==> src/rtl/sig_conditioner.sv <==
// rtl/sig_conditioner.sv - sync + deglitch front end with edge pulses and saturating edge counter
// Optional macro SIG_COND_DEGLITCH_EN enables the FILTER_LEN qualification FSM.
module sig_conditioner #(
  parameter int FILTER_LEN = 3,
  parameter int EDGE_W     = 8
) (
  input  logic              clk,
  input  logic              reset,
  input  logic              sig,
  input  logic              clr,
  output logic              sig_f,
  output logic              edge_o,
  output logic              rise_o,
  output logic              fall_o,
  output logic [EDGE_W-1:0] edge_cnt,
  output logic              edge_sat
);

  if (FILTER_LEN < 1 || FILTER_LEN > 15) begin : g_bad_filter_len
    $error("sig_conditioner: FILTER_LEN must be in 1..15");
  end

  logic s1;
  logic s2;
  logic flip;

  always_ff @(posedge clk or negedge reset) begin
    if (!reset) begin
      s1 <= 1'b0;
      s2 <= 1'b0;
    end else begin
      s1 <= sig;
      s2 <= s1;
    end
  end

`ifdef SIG_COND_DEGLITCH_EN
  typedef enum logic {IDLE, QUAL} state_t;

  state_t     state;
  state_t     state_nxt;
  logic [3:0] q;
  logic [3:0] q_nxt;

  always_ff @(posedge clk or negedge reset) begin
    if (!reset) begin
      state <= IDLE;
      q     <= 4'd0;
    end else begin
      state <= state_nxt;
      q     <= q_nxt;
    end
  end

  // New level must hold FILTER_LEN synchronised samples; any return to sig_f drops the attempt.
  always_comb begin
    state_nxt = state;
    q_nxt     = q;
    flip      = 1'b0;
    case (state)
      IDLE: begin
        q_nxt = 4'd0;
        if (s2 != sig_f) begin
          if (FILTER_LEN == 1) begin
            flip = 1'b1;
          end else begin
            state_nxt = QUAL;
            q_nxt     = 4'd1;
          end
        end
      end
      QUAL: begin
        if (s2 == sig_f) begin
          state_nxt = IDLE;
          q_nxt     = 4'd0;
        end else if (q == 4'(FILTER_LEN - 1)) begin
          flip      = 1'b1;
          state_nxt = IDLE;
          q_nxt     = 4'd0;
        end else begin
          q_nxt = q + 4'd1;
        end
      end
      default: begin
        state_nxt = IDLE;
        q_nxt     = 4'd0;
      end
    endcase
  end
`else
  always_comb begin
    flip = (s2 != sig_f);
  end
`endif

  // On a flip the new level is s2, so rise/fall follow directly from it.
  always_ff @(posedge clk or negedge reset) begin
    if (!reset) begin
      sig_f  <= 1'b0;
      edge_o <= 1'b0;
      rise_o <= 1'b0;
      fall_o <= 1'b0;
    end else begin
      edge_o <= flip;
      rise_o <= flip & s2;
      fall_o <= flip & ~s2;
      if (flip) begin
        sig_f <= s2;
      end
    end
  end

  always_ff @(posedge clk or negedge reset) begin
    if (!reset) begin
      edge_cnt <= '0;
      edge_sat <= 1'b0;
    end else if (clr) begin
      edge_cnt <= EDGE_W'(edge_o);
      edge_sat <= 1'b0;
    end else begin
      if (edge_o && !(&edge_cnt)) begin
        edge_cnt <= edge_cnt + EDGE_W'(1);
      end
      if (&edge_cnt) begin
        edge_sat <= 1'b1;
      end
    end
  end

endmodule

==> config.mk <==
export PLATFORM = sky130hd
export DESIGN_NAME = sig_conditioner
export DESIGN_NICKNAME = d
export VERILOG_FILES = /design/src/rtl/sig_conditioner.sv
export SDC_FILE = /design/constraint.sdc
export NUM_CORES = 1
export LEC_CHECK = 0
export CAP_MARGIN = 20
export CORE_MARGIN = 2
export CORE_UTILIZATION = 46
export DETAILED_ROUTE_END_ITERATION = 8
export GPL_TIMING_DRIVEN = 0
export MAX_ROUTING_LAYER = met4
export PLACE_DENSITY = 0.8
export SLEW_MARGIN = 20
export SYNTH_ARGS = -nofsm -noshare
export SYNTH_HDL_FRONTEND = slang
export SYNTH_SLANG_ARGS = --single-unit
==> constraint.sdc <==
create_clock -name clk -period 1.8 [get_ports clk]
set_clock_uncertainty 0.1 [all_clocks]
set_input_delay 0.36 -clock clk [delete_from_list [all_inputs] [get_ports clk]]
set_output_delay 0.36 -clock clk [all_outputs]
set_load 0.03 [all_outputs]
==> run_1/zoom.png <==
Scale bar: 5 um. Region (1, 22) to (21, 42) um. Cells in gray, sequential cells in the stronger gray; small squares are vias.
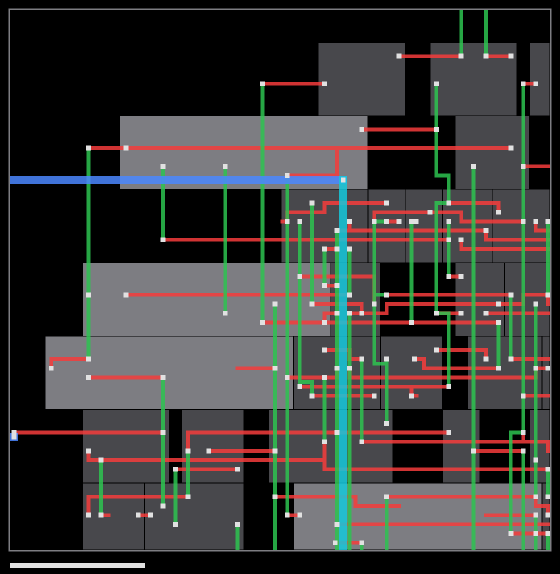
Red marks met1. Cyan marks met4. Blue marks met3. Green marks met2.
Netlist names of flops here include edge_cnt (4). 24 logic cells have their middle in the window. Sequential cells in the window: 4. Most frequent: dfrtp_1 (4), dlygate4sd2_1 (3).

==> run_1/met2.png <==
Scale bar: 10 um.
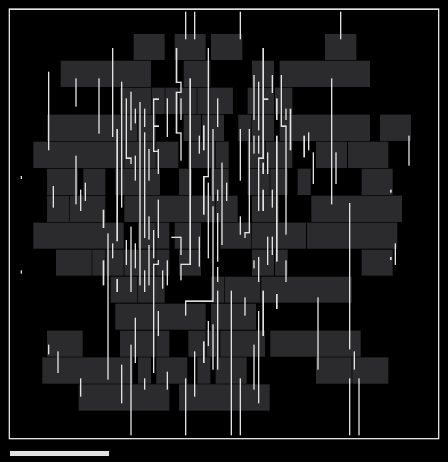
The wires run mostly vertical. The longest straight run is 18.7 um. The layer holds 44% of the routed length.
met2 Use GR: 19.4%
drt total wl: 1270 um
Via Count: 539

==> run_1/final_congestion.png <==
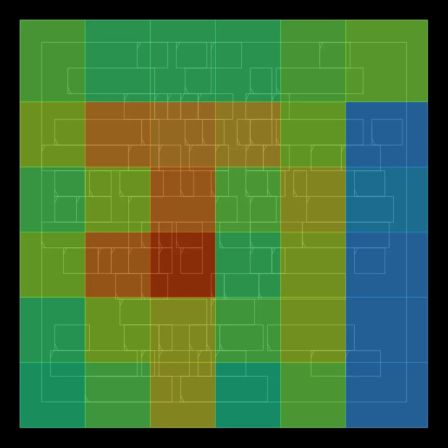
met3 usage: 3.83%
post-layout util: 61.1%
Tot GR Track Use: 16.2%

==> out/results.txt, run 1 <==
Area-dominant class = registers
Top Consumer = sequential cells
Max Root-Sink Buffers = 2
Layout area overhead = 27.5%
Routed met2 length = 563 um
Synth Area in XOR/XNOR = 0%
Iteration tally of the first detailed-router pass = 4
Logic Gate Count = 42
Worst path max stage delay = 0.67 ns
Via/cell ratio = 5.28
P_seq = 0.479 mW
Status = completed
Final std cells w/o fill = 102
Chip height = 43.2 um
Placed Area = 886 um2
Inverters = 6
Setup crit end = edge_sat
Distinct lib cells = 30
Wire length on met1 = 642 um
CTS resizes = 10
Synth area leaders = dfrtp_1 53%, ha_1 5.3%, inv_1 3.2%, a21oi_1 2.8%, nand2b_1 2.7%
Worst Path Max Fanout = 2
Non-clk buf share = 18.9%
Start point of the critical path = edge_sat
Synth Seq Share = 53.2%
Clk ins delay skew pair = 0.28 ns
==> inputs of run 2 (changes only) <==
- CAP_MARGIN: 20 -> default
==> run 2 against run 1 <==
  * Clock power is essentially flat
  * Hold slack is the same
  * Synthesized area is the same
  * Core utilization is the same
  * Combinational power is essentially flat
  * First-iteration DRC count is the same
  * Critical path type unchanged
  * Sequential power is essentially flat
  * Final cell count is the same
  * Largest cell class unchanged
  * Routed wire length is the same
==> out/results.txt, run 2 <==
Synth area leaders = dfrtp_1 53%, ha_1 5.3%, inv_1 3.2%, a21oi_1 2.8%, nand2b_1 2.7%
Placed Area = 886 um2
Status = completed
Iteration tally of the first detailed-router pass = 4
Area-dominant class = registers
P_seq = 0.479 mW
Non-clk buf share = 18.9%
Via/cell ratio = 5.28
Layout area overhead = 27.5%
Worst Path Max Fanout = 2
Max Root-Sink Buffers = 2
Distinct lib cells = 30
Synth Area in XOR/XNOR = 0%
Tot GR Track Use = 16.2%
Drt total wl = 1270 um
Inverters = 6
Chip height = 43.2 um
Setup crit end = edge_sat
Final std cells w/o fill = 102
Met3 usage = 3.83%
Worst path max stage delay = 0.67 ns
Routed met2 length = 563 um
Clk ins delay skew pair = 0.28 ns
Start point of the critical path = edge_sat
Via Count = 539
Post-layout util = 61.1%
Top Consumer = sequential cells
==> run_2/final_congestion.png <==
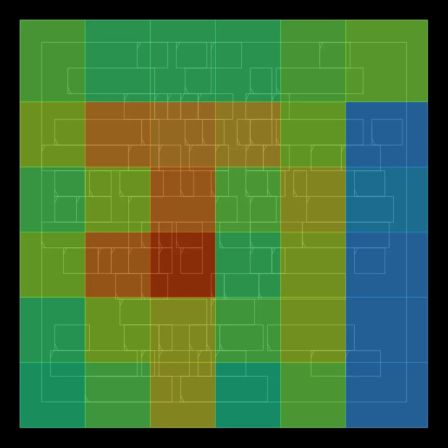
GR peak layer: met1
Routed wire per std cell: 12.4 um
M1 GR Usage: 23.6%

==> run_2/met2.png <==
Scale bar: 10 um.
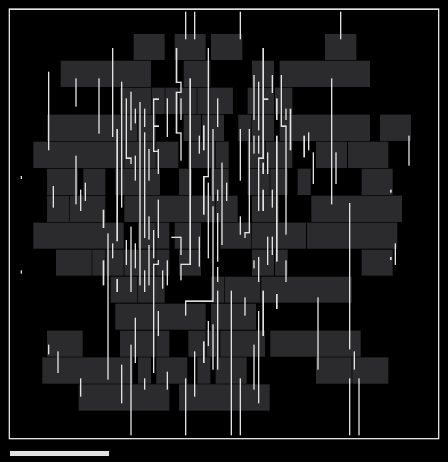
The wires run mostly vertical. The layer holds 44% of the routed length. The layer carries 563 um of wire.

==> inputs of run 3 (changes only) <==
- CORE_UTILIZATION: 46 -> 42
- PLACE_DENSITY: 0.8 -> 0.77
- SKIP_LAST_GASP: default -> 1
- clock period: 1.8 -> 1.6 ns (I/O delays scaled with it)
==> run 3 against run 2 <==
  * Sequential cell count did not move
  * Global-route usage is 0.69 points higher
  * Worst setup slack got worse by 0.0094 ns
==> out/results.txt, run 3 <==
Status = completed
Synth Area in XOR/XNOR = 0%
M1 GR Usage = 20.7%
Max Root-Sink Buffers = 2
Iteration tally of the first detailed-router pass = 4
Chip height = 45.0 um
Met2 Use GR = 25.1%
Met3 usage = 3.60%
Non-clk buf share = 19.5%
Routed met2 length = 643 um
Via/cell ratio = 5.27
Clk ins delay skew pair = 0.28 ns
Distinct lib cells = 30
Via Count = 548
Tot GR Track Use = 16.9%
Routed wire per std cell = 13.0 um
Final std cells w/o fill = 104
Synth Seq Share = 53.2%
Start point of the critical path = edge_cnt[1]
Layout area overhead = 32.1%
Logic Gate Count = 42
Placed Area = 912 um2
==> run_3/met2.png <==
Scale bar: 10 um.
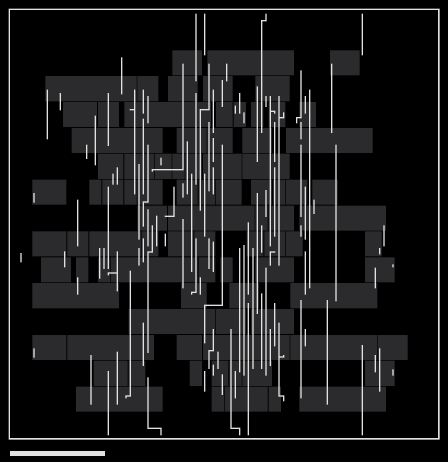
The layer carries 644 um of wire. The wires run mostly vertical. The longest straight run is 20.7 um.

==> run_3/met3.png <==
Scale bar: 10 um.
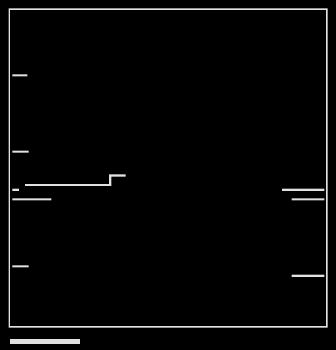
8 nets have wire on it. The layer holds 3.1% of the routed length. The layer carries 41.8 um of wire. The longest straight run is 12.0 um.


## Gallery

Signal wires on met1.
(a)
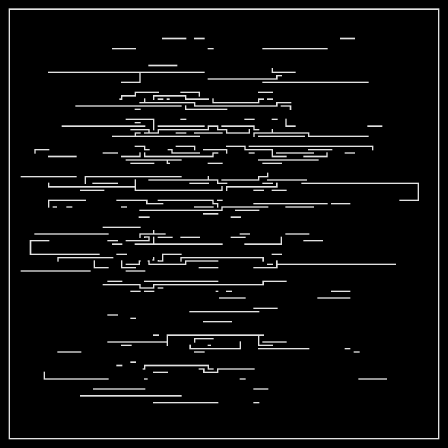
(b)
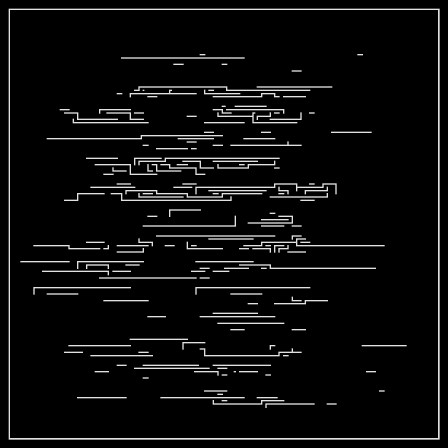
(a) -> run 2
(b) -> run 3

No activity file was given, so power comes from the tool's default toggle rates.
